Fig. 1: run 1, close-up of the layout
Window x 26 to 66, y 46 to 86 µm. Cells in gray, sequential cells in the stronger gray; small squares are vias.
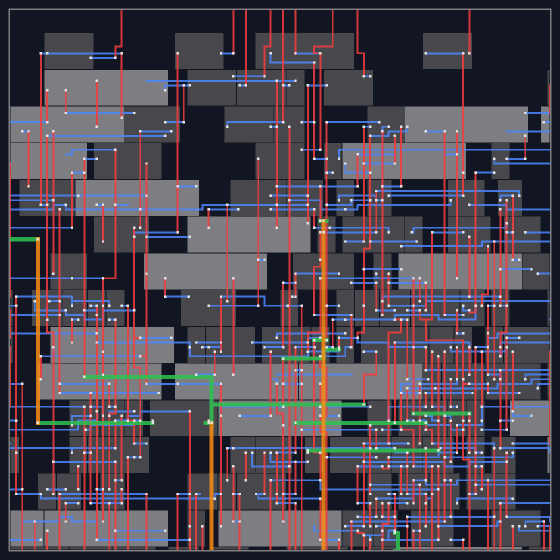
Fig. 2: run 1, track usage over the die
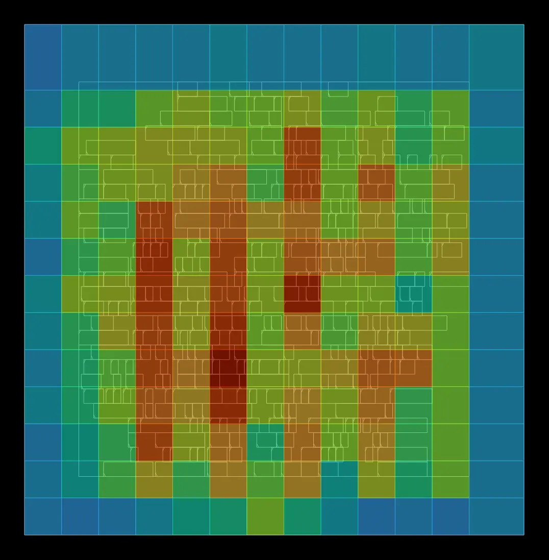
Fig. 3: run 1, gate families picked out
Drawn at 4 px/µm.
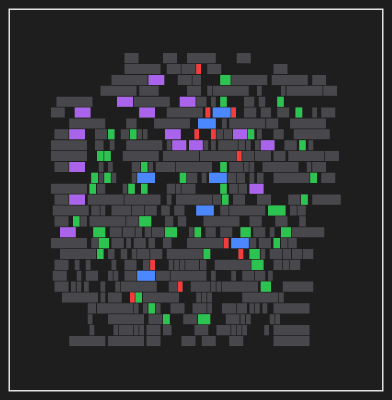
$ cat src/rtl/conv_win_ctrl.sv
// 3x3 convolution window controller.
// Streams 3-pixel columns per band and flags each complete window.
module conv_win_ctrl (
    input  logic       clk,
    input  logic       rst,
    input  logic       start,
    input  logic [7:0] cfg_width,
    input  logic [7:0] cfg_bands,
    input  logic       col_valid,
    output logic       col_ready,
    input  logic       mac_stall,
    output logic       buf_shift,
    output logic       win_valid,
    output logic [7:0] win_x,
    output logic [7:0] win_y,
    output logic       busy,
    output logic       done
);

    typedef enum logic [1:0] {
        S_IDLE,
        S_RUN,
        S_NEXT,
        S_DONE
    } state_t;

    state_t     r_state;
    state_t     w_next;
    logic [7:0] r_w;
    logic [7:0] r_b;
    logic [7:0] r_col;
    logic [7:0] r_band;
    logic       r_win_valid;
    logic [7:0] r_win_x;
    logic [7:0] r_win_y;
    logic       w_shift;
    logic       w_last_col;
    logic       w_last_band;
    logic       w_legal;

    assign col_ready   = (r_state == S_RUN) & ~mac_stall;
    assign w_shift     = col_valid & col_ready;
    assign buf_shift   = w_shift;
    assign w_last_col  = (r_col == r_w - 8'd1);
    assign w_last_band = (r_band == r_b - 8'd1);
    assign w_legal     = (cfg_width >= 8'd3) && (cfg_bands != 8'd0);
    assign busy        = (r_state != S_IDLE);
    assign done        = (r_state == S_DONE);
    assign win_valid   = r_win_valid;
    assign win_x       = r_win_x;
    assign win_y       = r_win_y;

    // State register.
    always_ff @(posedge clk or posedge rst) begin
        if (rst) r_state <= S_IDLE;
        else     r_state <= w_next;
    end

    // Next-state logic: a band ends on its last column transfer.
    always_comb begin
        w_next = r_state;
        case (r_state)
            S_IDLE: begin
                if (start) w_next = w_legal ? S_RUN : S_DONE;
            end
            S_RUN: begin
                if (w_shift && w_last_col)
                    w_next = w_last_band ? S_DONE : S_NEXT;
            end
            S_NEXT:  w_next = S_RUN;
            S_DONE:  w_next = S_IDLE;
            default: w_next = S_IDLE;
        endcase
    end

    // Config latch and column/band counters; counters saturate, never wrap.
    always_ff @(posedge clk or posedge rst) begin
        if (rst) begin
            r_w    <= 8'd0;
            r_b    <= 8'd0;
            r_col  <= 8'd0;
            r_band <= 8'd0;
        end else begin
            case (r_state)
                S_IDLE: begin
                    if (start) begin
                        r_w    <= cfg_width;
                        r_b    <= cfg_bands;
                        r_col  <= 8'd0;
                        r_band <= 8'd0;
                    end
                end
                S_RUN: begin
                    if (w_shift && !w_last_col) r_col <= r_col + 8'd1;
                end
                S_NEXT: begin
                    r_col  <= 8'd0;
                    r_band <= r_band + 8'd1;
                end
                default: ;
            endcase
        end
    end

    // Window flag pulses after the 3rd and later transfers of a band.
    always_ff @(posedge clk or posedge rst) begin
        if (rst) begin
            r_win_valid <= 1'b0;
            r_win_x     <= 8'd0;
            r_win_y     <= 8'd0;
        end else begin
            r_win_valid <= w_shift && (r_col >= 8'd2);
            if (w_shift && (r_col >= 8'd2)) begin
                r_win_x <= r_col - 8'd2;
                r_win_y <= r_band;
            end
        end
    end

endmodule

$ cat config.mk
export PLATFORM = sky130hd
export DESIGN_NAME = conv_win_ctrl
export DESIGN_NICKNAME = d
export VERILOG_FILES = /design/src/rtl/conv_win_ctrl.sv
export SDC_FILE = /design/constraint.sdc
export NUM_CORES = 1
export LEC_CHECK = 0
export CORE_AREA = 10 10 83 85
export CTS_CLUSTER_SIZE = 40
export DETAILED_ROUTE_END_ITERATION = 6
export DIE_AREA = 0 0 93 95
export HOLD_SLACK_MARGIN = 0.15
export PLACE_DENSITY = 0.78
export SYNTH_ARGS = -nofsm -noshare
export SYNTH_HDL_FRONTEND = slang
export SYNTH_SLANG_ARGS = --single-unit
$ cat constraint.sdc
create_clock -name clk -period 2.43 [get_ports clk]
set_input_delay 0.486 -clock clk [delete_from_list [all_inputs] [get_ports clk]]
set_output_delay 0.486 -clock clk [all_outputs]
set_load 0.05 [all_outputs]
==> reports/metrics.csv, run 1 <==
stage;metric;value;unit
placement;dpl cells;407;
placement;PortBufs;41;
layout;dominant logic cell types in the final layout;61 x nand2_1, 51 x dfrtp_1, 39 x clkdlybuf4s50_1;
setup_path;cell depth of the worst setup path;2;
power_and_ir_drop;Power Clock;469;µW
setup_path;CP arrival;1.79;ns
routing;met2 wire len;3310;µm
logic_synthesis;xor+xnor area frac;8.69;%
timing;Slew Viols, Final;0;
cts;clock tree sinks;51;
routing;final wirelength;6190;µm
routing;via count;2267;
setup_path;Worst path slowest cell;clkdlybuf4s50_1;
floorplanning;Die Size;0.00884;mm²
floorplanning;Die H;95;µm
logic_synthesis;Yosys Chip Area;0.00278;mm²
setup_path;register-to-register setup slack;0.20;ns
layout;Reg area;0.00128;mm²
logic_synthesis;leading area contributor after synthesis;dfrtp_1;
run;OpenROAD warnings;28;
placement;Placer Congestion;0.864;
cts;Clock Pin Slew Worst Setup and Hold Paths;0.08;ns
timing;Hold Slack;0.507;ns
logic_synthesis;Largest logic family;simple AND/OR/NAND/NOR gates;
placement;DP HPWL;4840;µm
logic_synthesis;ys flops;51;
run_status;status;complete, no violations;
global_routing;met3 global-route usage;3.89;%
routing;Final ANT Viol Nets;0;
routing;vias per inst;5.46;
logic_synthesis;leading cell types by count after synthesis;61 x nand2_1, 51 x dfrtp_1, 20 x nor2_1, 19 x o21ai_0, 18 x xnor2_1;
timing;transition time at the pin with the least slew margin;0.676;ns
timing;fin crit period;2.28;ns
timing;Worst Skew;0.00584;ns
routing;routed wire length on met3;258;µm
logic_synthesis;Ys Warns;0;
cts;clk latency late pin;0.30;ns
power_and_ir_drop;comb pwr;2460;µW
setup_path;worst-path cell chain;or2_2 -> clkdlybuf4s50_1;
power_and_ir_drop;clock share of power;10.1;%
setup_path;cells on worst reg2reg path;8;
setup_path;Critical path origin;r_state[1]$_DFFE_PP0P_;
layout;Fill cells;482;
Back to the opening pictures, Fig. 1:
legend:
  M1:
    color: blue
  M2:
    color: red
  M4:
    color: orange
  M3:
    color: green
most frequent: dfrtp_1 (16), nand2_1 (15), clkdlybuf4s50_1 (8)
netlist names of flops here include: `r_col` (5), `r_band` (4), `win_x` (4)
sequential cells in the window: 16
cells with their middle in the window: 107

Back to the opening pictures, Fig. 2:
total track usage: 14.4%
Most Crowded Layer GR: met2
drt wl/cell: 14.9 µm
final core occ: 63.6%
GRT met2 Usage: 27.1%

Back to the opening pictures, Fig. 3:
legend:
  mux cells:
    color: purple
    cells: 15
    most_used: mux2_2
  inv cells:
    color: red
    cells: 11
    most_used: inv_1
  fa/ha/maj cells:
    color: blue
    cells: 7
    most_used: ha_1
  aoi and oai cells:
    color: green
    cells: 41
    most_used: o21ai_0
Comb area share: 41.7%
Layout Cells excl Fill: 415
Commonest Layout Cell: nand2_1

## run 1: timing repair
action | CTS | global route
setup endpoints to repair | 0 | 1
gates resized | 0 | 1
hold buffers | 0 | 0
## run 1: final cells by class
type                            count  share of cell area, %
Sequential cell                    51                   37.6
Clock buffer                        5                   2.03
Tap cell                           72                   2.65
Inverter                           11                   1.22
Timing Repair Buffer               49                   14.4
Multi-Input combinational cell    224                   41.7
Clock inverter                      3                  0.442
## run 1: flip-flops by register name (all words and copies together) (netlist names)
| register | flops |
|---|---|
| r_b | 8 |
| win_x | 8 |
| win_y | 8 |
| r_w | 8 |
| r_col | 8 |
| r_band | 8 |
| r_state | 2 |
| win_valid | 1 |
Fig. 4: run 1, metal 2
Drawn at 3 px/µm. Cells faint in the background.
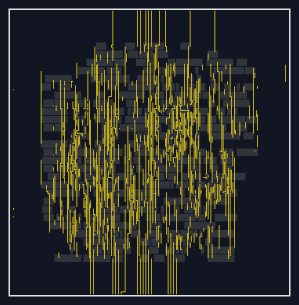

## Run 2: what changed since run 1
- PLACE_DENSITY: 0.78 -> 0.8
Fig. 5: run 2, metal 2
Drawn at 3 px/µm. Cells faint in the background.
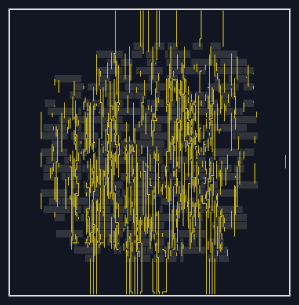
main direction: vertical
nets with wire on the layer: 307
longest straight run: 31.1 µm
via count: 2292
GRT met2 Usage: 26.1%
final wirelength: 6350 µm

Fig. 6: run 2, track usage over the die
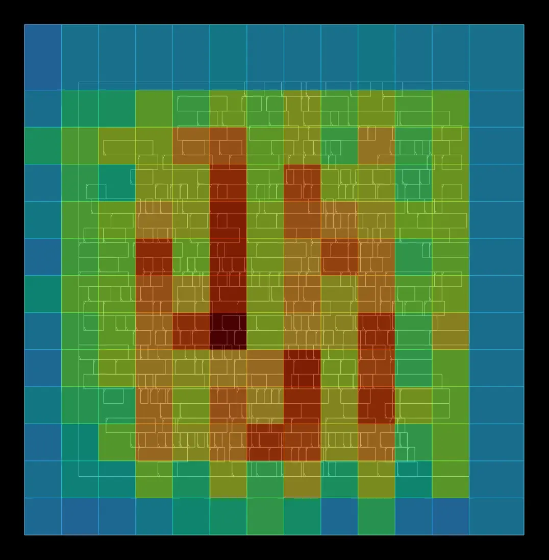
met1 global-route usage: 16.6%
final core occ: 63.5%
drt wl/cell: 15.4 µm
met3 global-route usage: 4.92%
total track usage: 15.0%

Fig. 7: run 2, port wiring
Drawn at 4 px/µm.
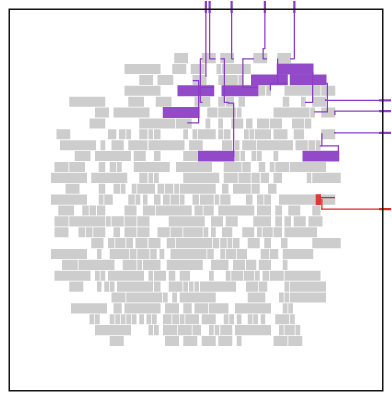
legend:
  `col_valid`:
    color: red
    bits: 1
    direction: input
    end_cells: 1
    wire: 21.1 µm
  `win_x`:
    color: purple
    bits: 8
    direction: output
    end_cells: 8
    wire: 218 µm

==> run 2 against run 1 <==
  * Worst setup slack worse by 0.031 ns
  * Flip-flop count did not move
  * Synthesized cell count unchanged
  * Synthesized area did not move
  * Register-to-register slack is essentially flat
  * Sequential share of layout area grew 0.055 points
  * Combinational power is essentially flat
  * Clock skew down 0.0010 ns
  * Critical path depth is the same
  * First-iteration DRC count shrank 3.1%
  * Critical path type unchanged
  * Largest power group unchanged
==> reports/metrics.csv, run 2 <==
stage;metric;value;unit
cts;clock tree sinks;51;
setup_path;worst-path cell chain;or2_2 -> clkdlybuf4s50_1;
routing;router iterations before antenna repair;4;
timing;Slew Viols, Final;0;
routing;routed wire length on met3;373;µm
layout;dominant logic cell types in the final layout;61 x nand2_1, 51 x dfrtp_1, 39 x clkdlybuf4s50_1;
timing;fin worst setup slack;0.122;ns
routing;Final ANT Viol Nets;0;
setup_path;Worst path slowest cell;clkdlybuf4s50_1;
logic_synthesis;Yosys Chip Area;0.00278;mm²
global_routing;Most Crowded Layer GR;met2;
layout;Logic Gate Count;224;
logic_synthesis;leading cell types by count after synthesis;61 x nand2_1, 51 x dfrtp_1, 20 x nor2_1, 19 x o21ai_0, 18 x xnor2_1;
cts;postcts setup bufs;0;
layout;Inverters;11;
timing;Worst Skew;0.00483;ns
floorplanning;Die H;95;µm
placement;DP HPWL;4660;µm
layout;Reg area;0.00128;mm²
setup_path;cells on worst reg2reg path;8;
cts;Clock Pin Slew Worst Setup and Hold Paths;0.09;ns
setup_path;Critical path origin;r_state[1]$_DFFE_PP0P_;
floorplanning;n_taps;72;
run;OpenROAD warnings;28;
cts;post-cts gate resize count;0;
cts;# hold bufs at CTS;0;
layout;non-clk buf share;14.2;%
layout;Seq area share;37.6;%
setup_path;CP arrival;1.82;ns
layout;Clock-cell share;2.47;%
setup_path;register-to-register setup slack;0.19;ns
layout;Non-clock buffers;46;
timing;RSZ-0062 raised after global routing;no;
logic_synthesis;Post-Syn Nets;327;
timing;transition time at the pin with the least slew margin;0.636;ns
layout;# clk buffers;5;
global_routing;initial antenna violation count;0;
logic_synthesis;leading area contributor after synthesis;dfrtp_1;
placement;Placer Congestion;0.873;
logic_synthesis;Ys Warns;0;
cts;clk latency late pin;0.31;ns
floorplanning;Die Size;0.00884;mm²
layout;Fill cells;469;
timing;fin crit period;2.31;ns
layout;Comb area share;41.9;%
logic_synthesis;xor+xnor area frac;8.69;%
layout;Commonest Layout Cell;nand2_1;
setup_path;cell depth of the worst setup path;2;
logic_synthesis;Largest logic family;simple AND/OR/NAND/NOR gates;
layout;final sequential cell count;51;
run_status;status;complete, no violations;
placement;PortBufs;41;
layout;layout cell share with drive strength beyond 1;9.71;%
logic_synthesis;ys flops;51;
routing;met2 wire len;3240;µm
layout;Top class by area;multi-input combinational cells;
[run 2: power by group through the flow]
stage / clock (µW) / sequential (µW) / combinational, µW
floorplan: 0 / 2030 / 1440
global placement: 0 / 1730 / 2370
detailed placement: 0 / 1740 / 2430
CTS: 496 / 1720 / 2450
global route: 537 / 1800 / 2670
finish: 486 / 1730 / 2430
[run 2: stage by stage]
stage               TNS (ns)  total power [µW]  hold WS (ns)  cells  cell area (µm²)
floorplan                  0              3470         0.453    299             2780
global placement           0              4100         0.482    404             3300
CTS                        0              4670         0.504    412             3390
global route               0              5010         0.535    412             3390
finish                     0              4650         0.503    412             3390
detailed placement   -0.0344              4170         0.482    404             3300
## Run 3: what changed since run 2
- SKIP_CTS_REPAIR_TIMING: default -> 1
Fig. 8: run 3, track usage over the die
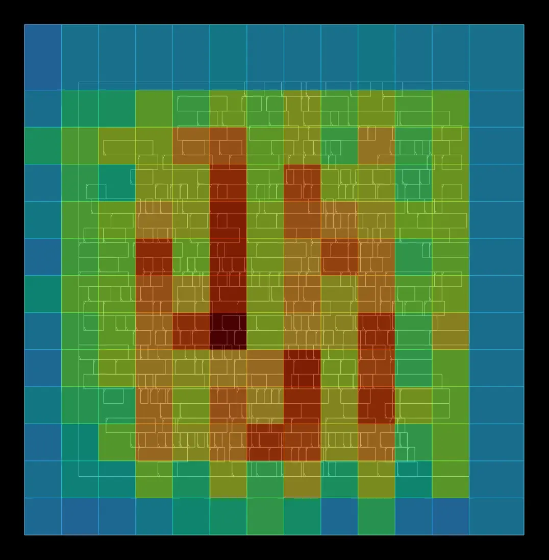

Fig. 9: run 3, gate families picked out
Drawn at 4 px/µm.
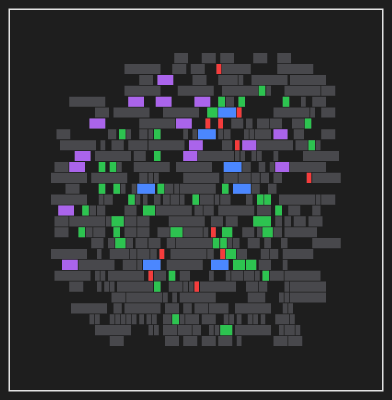
legend:
  inv cells:
    color: red
    cells: 11
    most_used: inv_1
  aoi and oai cells:
    color: green
    cells: 41
    most_used: o21ai_0
  mux cells:
    color: purple
    cells: 15
    most_used: mux2_2
  fa/ha/maj cells:
    color: blue
    cells: 7
    most_used: ha_1
    where: center

==> run 3 against run 2 <==
  * Via count stayed put
  * Largest power group unchanged
  * Utilization unchanged
  * Largest cell class unchanged
  * Maximum frequency stayed put
==> reports/metrics.csv, run 3 <==
stage;metric;value;unit
routing;via count;2292;
layout;# clk buffers;5;
timing;fin worst setup slack;0.122;ns
cts;clock tree sinks;51;
global_routing;met3 global-route usage;4.92;%
setup_path;reg2reg end;r_col[1]$_DFFE_PP0P_;
timing;transition time at the pin with the least slew margin;0.636;ns
setup_path;Critical path origin;r_state[1]$_DFFE_PP0P_;
layout;Seq area share;37.6;%
logic_synthesis;leading cell types by count after synthesis;61 x nand2_1, 51 x dfrtp_1, 20 x nor2_1, 19 x o21ai_0, 18 x xnor2_1;
timing;Slew Viols, Final;0;
cts;clk latency late pin;0.31;ns
layout;Final Instance Area;0.00339;mm²
layout;Comb area share;41.9;%
routing;router iterations before antenna repair;4;
timing;RSZ-0062 raised after global routing;no;
floorplanning;Die H;95;µm
layout;layout cell share with drive strength beyond 1;9.71;%
placement;DP HPWL;4660;µm
setup_path;register-to-register setup slack;0.19;ns
layout;Non-clock buffers;46;
layout;Reg area;0.00128;mm²
placement;PortBufs;41;
global_routing;initial antenna violation count;0;
run_status;status;complete, no violations;
setup_path;CP arrival;1.82;ns
run;OpenROAD warnings;28;
global_routing;total track usage;15.0;%
setup_path;cells on worst reg2reg path;8;
timing;Hold Slack;0.503;ns
layout;Clock-cell share;2.47;%
global_routing;vias in the first global route;2272;
global_routing;first-pass GRT wire length;10700;µm
floorplanning;n_taps;72;
global_routing;GRT met2 Usage;26.1;%
logic_synthesis;Post-Syn Nets;327;
logic_synthesis;xor+xnor area frac;8.69;%
logic_synthesis;leading area contributor after synthesis;dfrtp_1;
cts;Clock Pin Slew Worst Setup and Hold Paths;0.09;ns
worst_hold_path;hold_sp;r_w[7]$_DFFE_PP0P_;
routing;DRC;0;
logic_synthesis;Largest logic family;simple AND/OR/NAND/NOR gates;
routing;vias per inst;5.56;
placement;Cell Area, Placed;0.00330;mm²
layout;Layout Cells excl Fill;412;
routing;final wirelength;6350;µm
layout;final core occ;63.5;%
logic_synthesis;ys flops;51;
layout;Commonest Layout Cell;nand2_1;
layout;Inverters;11;
logic_synthesis;Yosys Chip Area;0.00278;mm²
layout;non-clk buf share;14.2;%
power_and_ir_drop;clock share of power;10.4;%
global_routing;met1 global-route usage;16.6;%
layout;Fill cells;469;
layout;Top class by area;multi-input combinational cells;
timing;Worst Skew;0.00483;ns
power_and_ir_drop;Power, Total;4650;µW
routing;Final ANT Viol Nets;0;
placement;dpl cells;404;
global_routing;Most Crowded Layer GR;met2;
logic_synthesis;Yosys top cell by instances;nand2_1;
layout;dominant logic cell types in the final layout;61 x nand2_1, 51 x dfrtp_1, 39 x clkdlybuf4s50_1;
logic_synthesis;Ys Warns;0;
layout;Logic Gate Count;224;
placement;Placer Congestion;0.873;
routing;drt wl/cell;15.4;µm
floorplanning;Die Size;0.00884;mm²
layout;final sequential cell count;51;
timing;TNS Setup;0;ns
Fig. 10: run 3, metal 2
Drawn at 3 px/µm. Cells faint in the background.
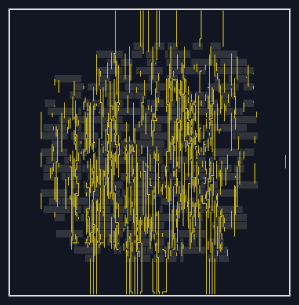
wire length on this layer: 3240 µm
nets with wire on the layer: 307
longest straight run: 31.1 µm
main direction: vertical
share of all routed wire: 51%

## run 3: cell counts in the layout (fill, tap and decap cells not counted)
No cell type changed its count.
## run 3: metal layers
metal | vias to the layer above | routed length [µm] | share of wire, %
met4 | 0 | 138 | 2.2
met2 | 55 | 3240 | 51
li1 | 1112 | - | -
met1 | 1111 | 2600 | 41
met5 | - | 0 | 0
met3 | 14 | 373 | 5.9
## run 3: power by group through the flow
stage	clock network, µW	registers [µW]	logic, µW
after floorplan	0	2030	1440
after global placement	0	1730	2370
after detailed placement	0	1740	2430
final	486	1730	2430
after CTS	496	1720	2450
after global routing	537	1800	2670
## run 3: worst max-delay path: stages (launching register included)
cell             delay, ns
dfrtp_1               0.45
or2_2                 0.35
clkdlybuf4s50_1       0.72
Power is estimated from default activity; no workload was simulated.
